===== config.mk =====
export PLATFORM = sky130hd
export DESIGN_NAME = pwm_decoder
export DESIGN_NICKNAME = d
export VERILOG_FILES = /design/src/rtl/pwm_decoder.sv
export SDC_FILE = /design/constraint.sdc
export NUM_CORES = 1
export LEC_CHECK = 0
export ABC_AREA = 1
export CAP_MARGIN = 20
export CORE_ASPECT_RATIO = 1.2
export CORE_MARGIN = 8
export CORE_UTILIZATION = 58
export DETAILED_ROUTE_END_ITERATION = 10
export PLACE_DENSITY_LB_ADDON = 0.08
export SLEW_MARGIN = 20
export SYNTH_ARGS = -nofsm -noshare
export SYNTH_HDL_FRONTEND = slang
export SYNTH_SLANG_ARGS = --single-unit

===== constraint.sdc =====
create_clock -name clk -period 1.85 [get_ports clk]
set_input_delay 0.37 -clock clk [delete_from_list [all_inputs] [get_ports clk]]
set_output_delay 0.37 -clock clk [all_outputs]
set_load 0.01 [all_outputs]

===== src/rtl/pwm_decoder.sv =====
// pwm_decoder: measures PWM duty over free-running PERIOD windows and
// emits the decile as an ASCII digit; PWM_DEC_CHANGE_ONLY_EN emits on change only.
module pwm_decoder #(
  parameter int PERIOD = 50_000,
  parameter int STEP   = 5_000
) (
  input  logic       clk,
  input  logic       rst_n,
  input  logic       pwm_in,
  output logic [7:0] out_data,
  output logic       out_valid,
  input  logic       out_ready,
  output logic [3:0] level,
  output logic       overrun
);

  localparam int WW = (PERIOD > 1) ? $clog2(PERIOD) : 1;
  localparam int SW = (STEP > 1) ? $clog2(STEP) : 1;
  localparam logic [WW-1:0] WIN_LAST  = WW'(PERIOD - 1);
  localparam logic [SW-1:0] STEP_LAST = SW'(STEP - 1);
  localparam logic [3:0]    DEC_MAX   = 4'd9;

  logic          sync1_q, pwm_s_q;
  logic [WW-1:0] win_cnt_q, win_cnt_d;
  logic [SW-1:0] step_cnt_q, step_cnt_d, step_nx;
  logic [3:0]    dec_cnt_q, dec_cnt_d, dec_nx;
  logic [3:0]    level_q, level_d;
  logic [7:0]    out_data_q, out_data_d;
  logic          out_valid_q, out_valid_d;
  logic          overrun_q, overrun_d;
  logic          win_end, emit;
  logic [7:0]    cand;

  // two-flop synchronizer for the asynchronous PWM input
  always_ff @(posedge clk or negedge rst_n) begin
    if (!rst_n) begin
      sync1_q <= 1'b0;
      pwm_s_q <= 1'b0;
    end else begin
      sync1_q <= pwm_in;
      pwm_s_q <= sync1_q;
    end
  end

  // window, step and decile counters; the last sample of a window counts
  always_comb begin
    win_end   = (win_cnt_q == WIN_LAST);
    win_cnt_d = win_end ? '0 : win_cnt_q + WW'(1);
    step_nx   = step_cnt_q;
    dec_nx    = dec_cnt_q;
    if (pwm_s_q) begin
      if (step_cnt_q == STEP_LAST) begin
        step_nx = '0;
        if (dec_cnt_q != DEC_MAX)
          dec_nx = dec_cnt_q + 4'd1;
      end else begin
        step_nx = step_cnt_q + SW'(1);
      end
    end
    step_cnt_d = win_end ? '0 : step_nx;
    dec_cnt_d  = win_end ? '0 : dec_nx;
    level_d    = win_end ? dec_nx : level_q;
    cand       = 8'h30 + {4'h0, dec_nx};
  end

`ifdef PWM_DEC_CHANGE_ONLY_EN
  logic [3:0] last_q, last_d;

  assign emit = win_end && (dec_nx != last_q);

  // remembers the level of the most recently emitted byte
  always_comb begin
    last_d = last_q;
    if (emit)
      last_d = dec_nx;
  end

  // last emitted level register
  always_ff @(posedge clk or negedge rst_n) begin
    if (!rst_n)
      last_q <= 4'd0;
    else
      last_q <= last_d;
  end
`else
  assign emit = win_end;
`endif

  // output handshake: a reload wins over an accept, newest byte wins
  always_comb begin
    out_data_d  = out_data_q;
    out_valid_d = out_valid_q;
    overrun_d   = 1'b0;
    if (emit) begin
      out_data_d  = cand;
      out_valid_d = 1'b1;
      overrun_d   = out_valid_q && !out_ready;
    end else if (out_valid_q && out_ready) begin
      out_valid_d = 1'b0;
    end
  end

  // measurement and output state registers
  always_ff @(posedge clk or negedge rst_n) begin
    if (!rst_n) begin
      win_cnt_q   <= '0;
      step_cnt_q  <= '0;
      dec_cnt_q   <= 4'd0;
      level_q     <= 4'd0;
      out_data_q  <= 8'h30;
      out_valid_q <= 1'b0;
      overrun_q   <= 1'b0;
    end else begin
      win_cnt_q   <= win_cnt_d;
      step_cnt_q  <= step_cnt_d;
      dec_cnt_q   <= dec_cnt_d;
      level_q     <= level_d;
      out_data_q  <= out_data_d;
      out_valid_q <= out_valid_d;
      overrun_q   <= overrun_d;
    end
  end

  assign out_data  = out_data_q;
  assign out_valid = out_valid_q;
  assign level     = level_q;
  assign overrun   = overrun_q;

endmodule

==> images/pdn.png <==
The bar under the picture is 20 um long. Pins as bars on the die edge. Tap cells in gray.
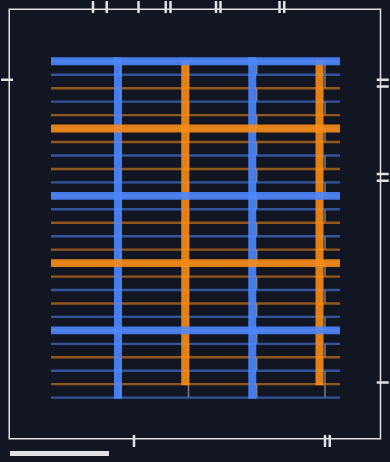
color	net
orange	VDD
blue	VSS
met1 rails	26
met4 straps	4
rows	25
die y size: 86.5 um
VDD IR max: 0.483 mV
core area: 3970 sq um
Die X: 74.8 um

==> images/cell_classes.png <==
The bar under the picture is 20 um long.
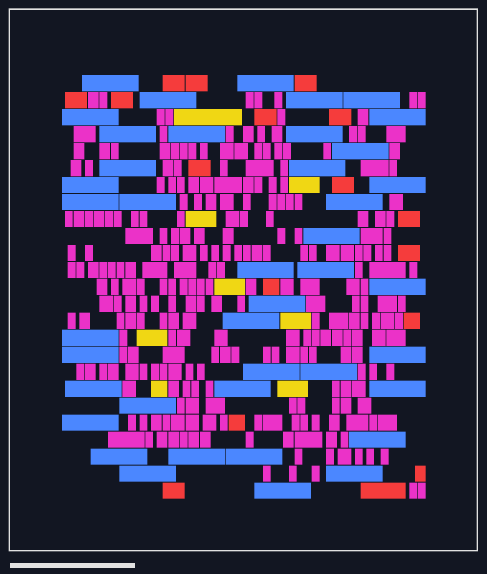
color	class	cells	share of their area
yellow	clock drivers and dummy loads	8	4.6%
red	other buffers and delay cells	17	6.4%
blue	flip-flops	41	39%
magenta	all other logic	266	50%
fin area: 2670 sq um
Seq area share: 0.384
Util after Layout: 0.673
row count: 25

==> ci_impl_report.md <==
## Synthesis and layout report

| Metric | Value |
|---|---|
| Top Layer Used | `met4` |
| P_seq | `1.01 mW` |
| Combinational Power Share | `0.127` |
| DRT Wirelength | `slightly above 5000 um` |
| CTS clock-pin slew for the worst setup and hold paths | `about 0.080 ns` |
| Min-Delay Path Class | `in -> async` |
| Post-synth top area share | `0.427` |
| Startpoint types | `register` |
| Combinational share of cell area | `0.411` |
| Synth Area in XOR/XNOR | `0.0328` |
| Metal2 WL | `roughly 2500 um` |
| Met1 Use GR | `0.204` |
| Post_cts resized | `0` |
| Switch share | `0.275` |
| DRT Pass-1 Iters | `5` |
| Largest class | `combinational gates` |
| Met2 usage | `0.294` |
| Synth area leader | `dfrtp_1` |
| # Taps | `54` |
| Registers, synthesis | `between 40 and 50` |
| Non-clock inverter count | `51` |
| Post-Route M1 WL | `2270 um` |
| Setup TNS | `0 ns` |
| Comb gate area | `1100 sq um` |
| Flip-flops | `41` |
| Multi-input gates | `215` |
| Initial Util | `0.605` |
| P_int | `1.47 mW` |
| Max Cap Viol | `0` |
| Vias | `2016` |
| Simple Share, Synth | `0.359` |
| Share of power burned in registers | `0.500` |
| Wire length of the first global-routing pass | `8810 um` |
| Slowest stage cell, crit path | `dfrtp_1` |
| Flop area | `1030 sq um` |
| CTS Buf Count | `5` |
| Final Max Slew Viols | `0` |
| Max power group | `sequential cells` |
| Sw Pwr | `between 0.5 and 0.6 mW` |
| Post-DP Area | `roughly 2500 sq um` |
| Top Layout Cells | `82 x nand2_1, 47 x inv_1, 41 x dfrtp_1` |
| Clock H-tree levels | `2` |
| Iter 0 DRT Violations | `~94` |
| Final setup fails | `0` |
| Combinational power | `0.258 mW` |
| Vias per cell | `5.22` |
| Number of remaining DRC errors | `0` |
| Largest net degree at the start of global routing | `24` |
| # clk buffers | `6` |
| Commonest Layout Cell | `nand2_1` |
| Buffers, non-clock | `17` |
| Clock Sinks | `41` |
| Hold-fix buffers, CTS | `0` |
| Clock Latency Late Sink | `0.29 ns` |
| Worst setup margin | `0.188 ns` |
| Post-CTS Repair Setup Buffers | `0` |
| Initial antenna violation count | `0` |
| Non-filler cells in the finished layout | `between 300 and 400` |
| RSZ-0062 raised after global routing | `false` |
| Layout overhead on the synthesized area | `11.2%` |
| Status | `completed` |
| Gp weighted congestion | `0.877` |
| Worst Path Arrival | `1.85 ns` |
| Met3 WL post-DR | `roughly 180 um` |
| Post-synth seq share | `0.427` |
| Synthesis warning total | `0` |
| TritonCTS clock tree | `built` |
| Min cycle time layout | `1.66 ns` |
| Drt wl/cell | `13.0 um` |
| DP HPWL | `around 3800 um` |
| Die area | `6470 sq um` |
| MUX area fraction | `0` |
| Cell area after synthesis | `2400 sq um` |
| Root Driver | `clkbuf_8` |
| Critical Path Max Stage Delay | `0.40 ns` |
| Clk cell area share | `0.0449` |
| Total tool warning count | `27` |
| CP Max Fanout | `11` |
| Leak | `1.37 nW` |
| Crit Path Class | `reg -> reg` |
| Diodes inserted | `0` |
| Fin. Hold Viols | `0` |
==> images/clock_map.png <==
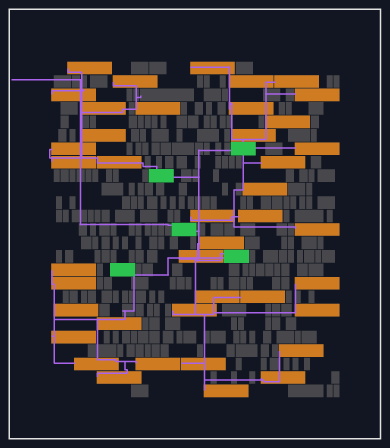
[orange] flip-flops | count: 41
[green] cells driving clock nets | count: 5
[purple] clock wires | length: 511 um
flops lie	all over the die
Clk power: 0.754 mW
Clock Skews: 0.00616 ns

synth_stat cells:
| master | instances |
|---|---|
| nand2_1 | 82 |
| inv_1 | 47 |
| dfrtp_1 | 41 |
| nand3_1 | 32 |
| nor2_1 | 25 |
| nand4_1 | 21 |
| buf_4 | 10 |
| xor2_1 | 9 |
| o21ai_0 | 8 |
| o21ai_1 | 5 |
| a21oi_1 | 4 |
| ha_1 | 4 |
| nor3_1 | 4 |
| nor3_2 | 4 |
| clkbuf_1 | 3 |
| inv_2 | 3 |
| buf_2 | 2 |
| conb_1 | 2 |
| nor2_2 | 2 |
| nor3_4 | 2 |
| nor4_1 | 2 |
| a31oi_1 | 1 |
| clkinv_1 | 1 |
| nand2_2 | 1 |
| nand2b_1 | 1 |
| nand3_2 | 1 |
| nand4_2 | 1 |
| nor2_4 | 1 |
| or2_0 | 1 |
path summary, 6_finish.rpt:
path / slack [ns] / startpoint / cells after the start / end
min in group clk: 0.35 / sync1_q / 0 / pwm_s_q
hold reg to reg: 0.35 / sync1_q / 0 / pwm_s_q
setup reg to reg: 0.19 / win_cnt_q[0] / 8 / out_data[0]
setup / recovery: 0.19 / win_cnt_q[0] / 8 / out_data[0]
hold / removal: 0.02 / rst_n / 1 / win_cnt_q[11]
max in group asynchronous: 1.35 / rst_n / 2 / step_cnt_q[2]
metrics by stage:
stage                     hold WS [ns]  power, mW
final                           0.0207       2.02
after global routing            0.0407       2.12
after CTS                       0.0347       2.04
after detailed placement         0.336       1.29
after global placement           0.333       1.27
after floorplan                 0.0744       1.22
state kept, by name, indices dropped and copies added (netlist names):
register	count
dec_cnt_q	4
out_data	4
out_valid	1
overrun	1
pwm_s_q	1
step_cnt_q	13
sync1_q	1
win_cnt_q	16
Power and IR drop assume default switching activity.
